## config.mk

```make
export PLATFORM = sky130hd
export DESIGN_NAME = seg7_scan_decoder
export DESIGN_NICKNAME = d
export VERILOG_FILES = /design/src/rtl/seg7_scan_decoder.sv
export SDC_FILE = /design/constraint.sdc
export NUM_CORES = 1
export LEC_CHECK = 0
export CORE_MARGIN = 3
export CORE_UTILIZATION = 55
export DETAILED_ROUTE_END_ITERATION = 8
export GPL_TIMING_DRIVEN = 0
export PLACE_DENSITY = 0.83
export REMOVE_ABC_BUFFERS = 1
export SETUP_SLACK_MARGIN = 0.5
export SLEW_MARGIN = 20
export SYNTH_ARGS = -nofsm -noshare
export SYNTH_HDL_FRONTEND = slang
export SYNTH_SLANG_ARGS = --single-unit
export TNS_END_PERCENT = 20
```

## constraint.sdc

```tcl
create_clock -name clk -period 3.2 [get_ports clk]
set_input_delay 0.48 -clock clk [delete_from_list [all_inputs] [get_ports clk]]
set_output_delay 0.48 -clock clk [all_outputs]
set_load 0.05 [all_outputs]
```

## src/rtl/seg7_scan_decoder.sv

```systemverilog
// seg7_scan_decoder: recovers a 4-digit hex value from a multiplexed active-low 7-segment bus
module seg7_scan_decoder #(
  parameter int STABLE_CYCLES  = 4,
  parameter int TIMEOUT_CYCLES = 65535
) (
  input  logic        clk,
  input  logic        rst,
  input  logic [6:0]  seg_n,
  input  logic [3:0]  an_n,
  output logic [15:0] value,
  output logic [3:0]  blank,
  output logic        frame_valid,
  output logic        digit_err,
  output logic        anode_err,
  output logic        timeout
);
  logic [10:0] s1, s2, prev;
  logic [7:0] cnt;
  logic [23:0] idle;
  logic [3:0][3:0] nib;
  logic [3:0] blk, seen, seen_next, an, sel, seen_base;
  logic [6:0] sg;
  logic [5:0] d;
  logic same, cap, one_low, multi, good, bad, tmo;
  function automatic logic [5:0] dec(input logic [6:0] s);
    case (s)
      7'h40: dec = 6'h20;
      7'h79: dec = 6'h21;
      7'h24: dec = 6'h22;
      7'h30: dec = 6'h23;
      7'h19: dec = 6'h24;
      7'h12: dec = 6'h25;
      7'h02: dec = 6'h26;
      7'h78: dec = 6'h27;
      7'h00: dec = 6'h28;
      7'h10: dec = 6'h29;
      7'h08: dec = 6'h2A;
      7'h03: dec = 6'h2B;
      7'h46: dec = 6'h2C;
      7'h21: dec = 6'h2D;
      7'h06: dec = 6'h2E;
      7'h0E: dec = 6'h2F;
      7'h7F: dec = 6'h30;
      default: dec = 6'h00;
    endcase
  endfunction
  always_comb begin
    an = s2[10:7];
    sg = s2[6:0];
    sel = ~an;
    d = dec(sg);
    same = s2 == prev;
    cap = same && cnt == 8'(STABLE_CYCLES - 2);
    one_low = an != 4'hF && (sel & (sel - 4'd1)) == 4'd0;
    multi = an != 4'hF && !one_low;
    good = cap && one_low && d[5];
    bad = cap && one_low && !d[5];
    tmo = !good && seen != 4'h0 && seen != 4'hF && idle == 24'(TIMEOUT_CYCLES - 1);
    seen_base = (seen == 4'hF || tmo) ? 4'h0 : seen;
    seen_next = good ? (seen_base | sel) : bad ? (seen_base & ~sel) : seen_base;
  end
  always_ff @(posedge clk) begin
    if (rst) begin
      s1 <= '1;
      s2 <= '1;
      prev <= '1;
      cnt <= '0;
      idle <= '0;
      seen <= '0;
      nib <= '0;
      blk <= '0;
      value <= '0;
      blank <= '0;
      frame_valid <= 1'b0;
      digit_err <= 1'b0;
      anode_err <= 1'b0;
      timeout <= 1'b0;
    end else begin
      s1 <= {an_n, seg_n};
      s2 <= s1;
      prev <= s2;
      cnt <= !same ? 8'd0 : (cnt == 8'(STABLE_CYCLES) ? cnt : cnt + 8'd1);
      idle <= (good || idle == 24'(TIMEOUT_CYCLES - 1)) ? 24'd0 : idle + 24'd1;
      seen <= seen_next;
      for (int i = 0; i < 4; i++)
        if (good && sel[i]) begin
          nib[i] <= d[3:0];
          blk[i] <= d[4];
        end
      if (seen == 4'hF) begin
        value <= nib;
        blank <= blk;
      end
      frame_valid <= seen == 4'hF;
      digit_err <= bad;
      anode_err <= cap && multi;
      timeout <= tmo;
    end
  end
endmodule
```

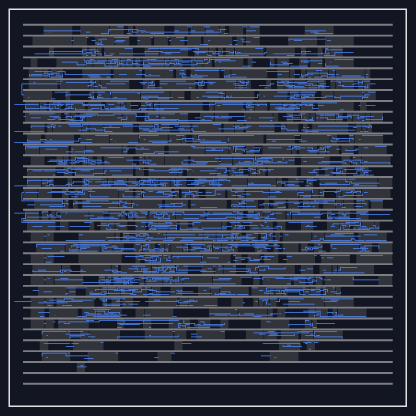
Run 1: signal wires on met1
Scale: 4 px per micron. Supply wires on this layer in gray.
wire length on this layer: 4230 microns
longest straight run: 23.9 microns
share of all routed wire: 43%
Global Route met1 Usage: 24.8%
aggregate routed wire length: 9930 microns
Vias: 3749

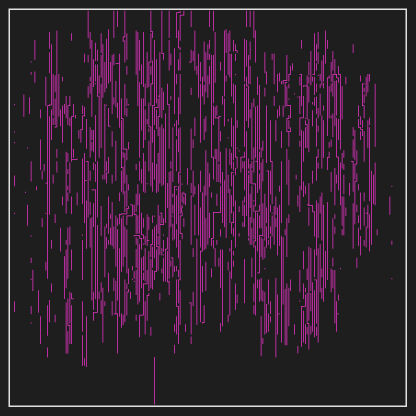
Run 1: the metal 2 layer
Scale: 4 px per micron.
nets with wire on the layer: 485
share of all routed wire: 51%

==> impl_metrics.csv, run 1 <==
group,metric,value,unit
sta,holdWs,0.358,ns
floorplan,taps,105,
worst_setup_path,setup.worst_path.start,"s2[4]$_SDFF_PP1_",
worst_setup_path,end_kind,"register",
layout,nonClkBufAreaFrac,7.84,%
global_route,grt_remaining_overflow,0,
sta,timing.fmax,386,MHz
placement,hpwl,5890,microns
synthesis,async_reset_ff_share,0,%
drt,wl_per_cell,14.7,microns
worst_hold_path,hold_class,"input pin to register",
sta,setup_tns,0,ns
sta,maxSlewHeadroom,30.0,%
power_and_ir_drop,pg_clk,1.83,mW
synthesis,synth_flop_count,113,
floorplan,core,0.00830,sq mm
sta,finClkSkew,0.0135,ns
synthesis,edf_count,0,
worst_setup_path,worstReg2RegEnd,"seen[0]$_SDFF_PP0_",
clock_tree,hold_buffers,0,
sta,hold_viol_final,0,
clock_tree,insertion_delay,0.51,ns
layout,nFillCells,595,
layout,comb_cells,369,
synthesis,ys_top_logic_family,"simple AND/OR/NAND/NOR gates",
worst_setup_path,critPathArrivalTime,3.02,ns
floorplan,die_area,0.00978,sq mm
run_status,outcome,"finished, final reports clean",
layout,final_cells,673,
layout,n_antenna_cell,0,
placement,placedCellCount,633,
power_and_ir_drop,p_leak,2.09,nW
layout,largestRegisters,"idle: 24 flops, nib: 16 flops, value: 16 flops",
power_and_ir_drop,sw_frac_of_total,22.9,%
power_and_ir_drop,p_sw,780,uW
synthesis,avgSynthCellArea,9.11,sq um
synthesis,area_leaders,"dfxtp_1 (48%), nand2_1 (6.3%), xor2_1 (6.1%), mux2i_1 (4.2%), or2_2 (4.0%)",
global_route,grt_busiest_layer,"met2",
flow_run,cap_violations,0,
drt,topRoutingLayerUsed,"met4",
drt,drt_pre_antenna_iters,5,
worst_setup_path,crit_path_max_incr_delay,0.60,ns
worst_hold_path,holdPathStages,2,
global_route,grt_pass1_vias,3571,
drt,avgViaCountPerCell,5.57,
sta,fin_crit_sh,80.9,%
global_route,grt_use_total,20.6,%
placement,post_dp_cell_area,0.00513,sq mm
worst_setup_path,r2r_start,"s2[4]$_SDFF_PP1_",
layout,final_cell_mix,"dfxtp_1 (107), nand2_1 (80), nor2_1 (45)",
synthesis,synthesis.instances,521,
sta,min_period,2.59,ns
synthesis,synthesis.area,0.00475,sq mm
layout,seq_area,0.00227,sq mm
drt,met2_length,5030,microns
layout,clock_buffers,18,
synthesis,synthFlopType,"dfxtp_1",
layout,signal_buffers,45,
global_route,use_met2,35.1,%
layout,comb-cell-share,40.2,%
clock_tree,cts_buffer_depth,2,
flow_run,warnings,29,
sta,worstMarginPinSlew,1.05,ns
synthesis,ys_chip_area,0.00475,sq mm
clock_tree,clk_pin_slew,0.06,ns
worst_setup_path,reg2regPathDepth,6,
clock_tree,cts_sinks,113,
synthesis,ys_seq_share,47.7,%
drt,drt-initial-drc-count,217,
power_and_ir_drop,p_comb_share,3.4,%
layout,largestClassByArea,"combinational gates",
layout,final_net_count,573,
synthesis,synth_top_cell_by_area,"dfxtp_1",
worst_setup_path,crit_required,3.63,ns
worst_setup_path,ff2ff_setup_slack,0.61,ns
layout,largest_register_ffs,24,
synthesis,aoi_share,8.25,%
drt,wl_met3,489,microns
power_and_ir_drop,power.density,585,mW/mm^2
floorplan,die_h,98.9,microns
placement,io_buffers,36,
synthesis,mux_share,4.22,%
layout,inverters,9,
worst_setup_path,cp-endpoint,"seen[0]$_SDFF_PP0_",
placement,routabilityCongestion,0.835,
synthesis,simple_gate_area_share,26.7,%
worst_setup_path,cp.depth,6,
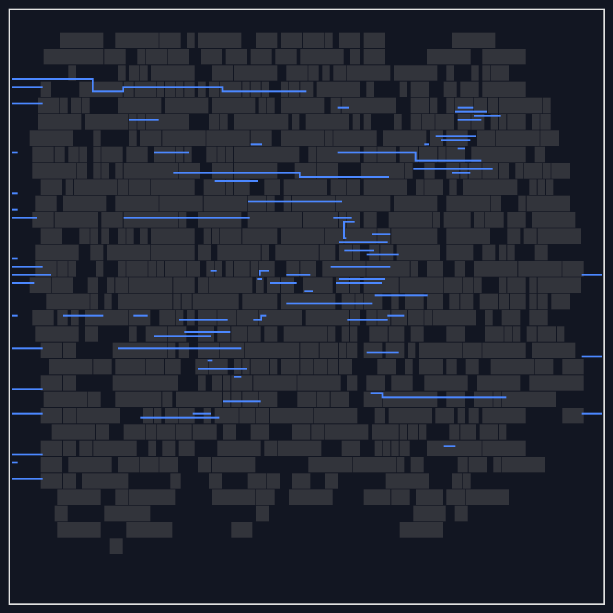
Run 1: metal 3
Scale: 6 px per micron.
main direction: horizontal
nets with wire on the layer: 56
share of all routed wire: 4.9%
longest straight run: 20.9 microns
wire length on this layer: 489 microns
met3 GRT Util: 5.87%

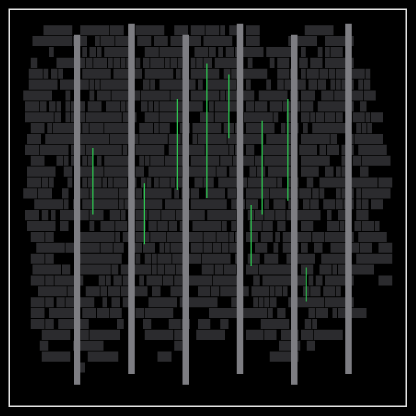
Run 1: M4 wires
Scale: 4 px per micron. Supply wires on this layer in gray.
longest straight run: 33.3 microns
main direction: vertical
share of all routed wire: 1.8%
wire length on this layer: 174 microns

==> run 2, diff against run 1 <==
- CORE_UTILIZATION: 55 -> 52
- PLACE_DENSITY: 0.83 -> 0.82
- clock period: 3.2 -> 2.34 ns (I/O delays scaled with it)
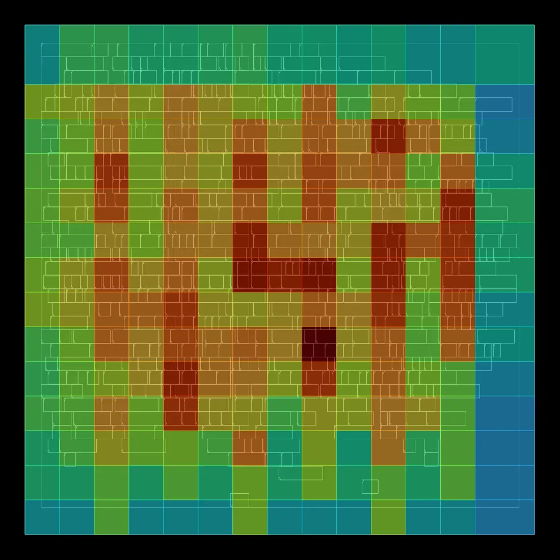
Run 2: congestion heat map
layer carrying the most global-route usage: met2
GR Util met2: 37.9%

==> run 2 against run 1 <==
Net effect: die area grew 5.4%; synthesized cell count unchanged; critical path depth is 1 higher; critical path type unchanged; critical endpoint is now seen[2]$_SDFF_PP0_; highest routed layer unchanged.
==> impl_metrics.csv, run 2 <==
group,metric,value,unit
drt,wl_met3,559,microns
power_and_ir_drop,p_sw,1.09,mW
layout,nonClkBufAreaFrac,8.81,%
synthesis,synthesis.area,0.00475,sq mm
drt,wl,10800,microns
floorplan,die_area,0.0103,sq mm
worst_setup_path,setup.worst_path.start,"cnt[5]$_SDFFE_PP0P_",
flow_run,warnings,30,
worst_hold_path,holdPathStages,2,
worst_setup_path,critPathArrivalTime,2.76,ns
worst_setup_path,r2r_start,"cnt[5]$_SDFFE_PP0P_",
synthesis,mux_share,4.22,%
run_status,outcome,"finished, final reports clean",
synthesis,async_reset_ff_share,0,%
drt,drt-initial-drc-count,213,
clock_tree,cts_buffer_depth,2,
synthesis,aoi_share,8.25,%
clock_tree,insertion_delay,0.51,ns
global_route,grt_remaining_overflow,0,
synthesis,synth_flop_count,113,
layout,nFillCells,627,
drt,topRoutingLayerUsed,"met4",
worst_hold_path,hold_class,"input pin to register",
synthesis,synthesis.instances,521,
drt,avgViaCountPerCell,5.61,
global_route,met1_usage,25.2,%
power_and_ir_drop,power.density,769,mW/mm^2
sta,min_period,2.33,ns
synthesis,edf_count,0,
sta,worstMarginPinSlew,0.958,ns
floorplan,die_h,102,microns
placement,io_buffers,36,
floorplan,core,0.00881,sq mm
sta,maxSlewHeadroom,36.0,%
layout,final_cell_mix,"dfxtp_1 (99), nand2_1 (79), nor2_1 (44)",
layout,inverters,9,
placement,placedCellCount,636,
synthesis,synth_top_cell_by_area,"dfxtp_1",
worst_setup_path,end_kind,"register",
drt,met2_length,5640,microns
clock_tree,hold_buffers,0,
synthesis,ys_chip_area,0.00475,sq mm
worst_setup_path,crit_required,2.77,ns
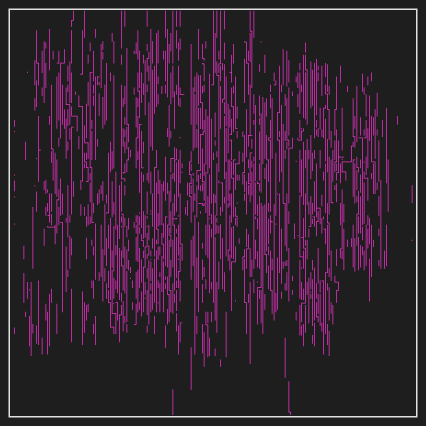
Run 2: the metal 2 layer
Scale: 4 px per micron.
longest straight run: 34.7 microns
share of all routed wire: 52%
main direction: vertical
wire length on this layer: 5640 microns

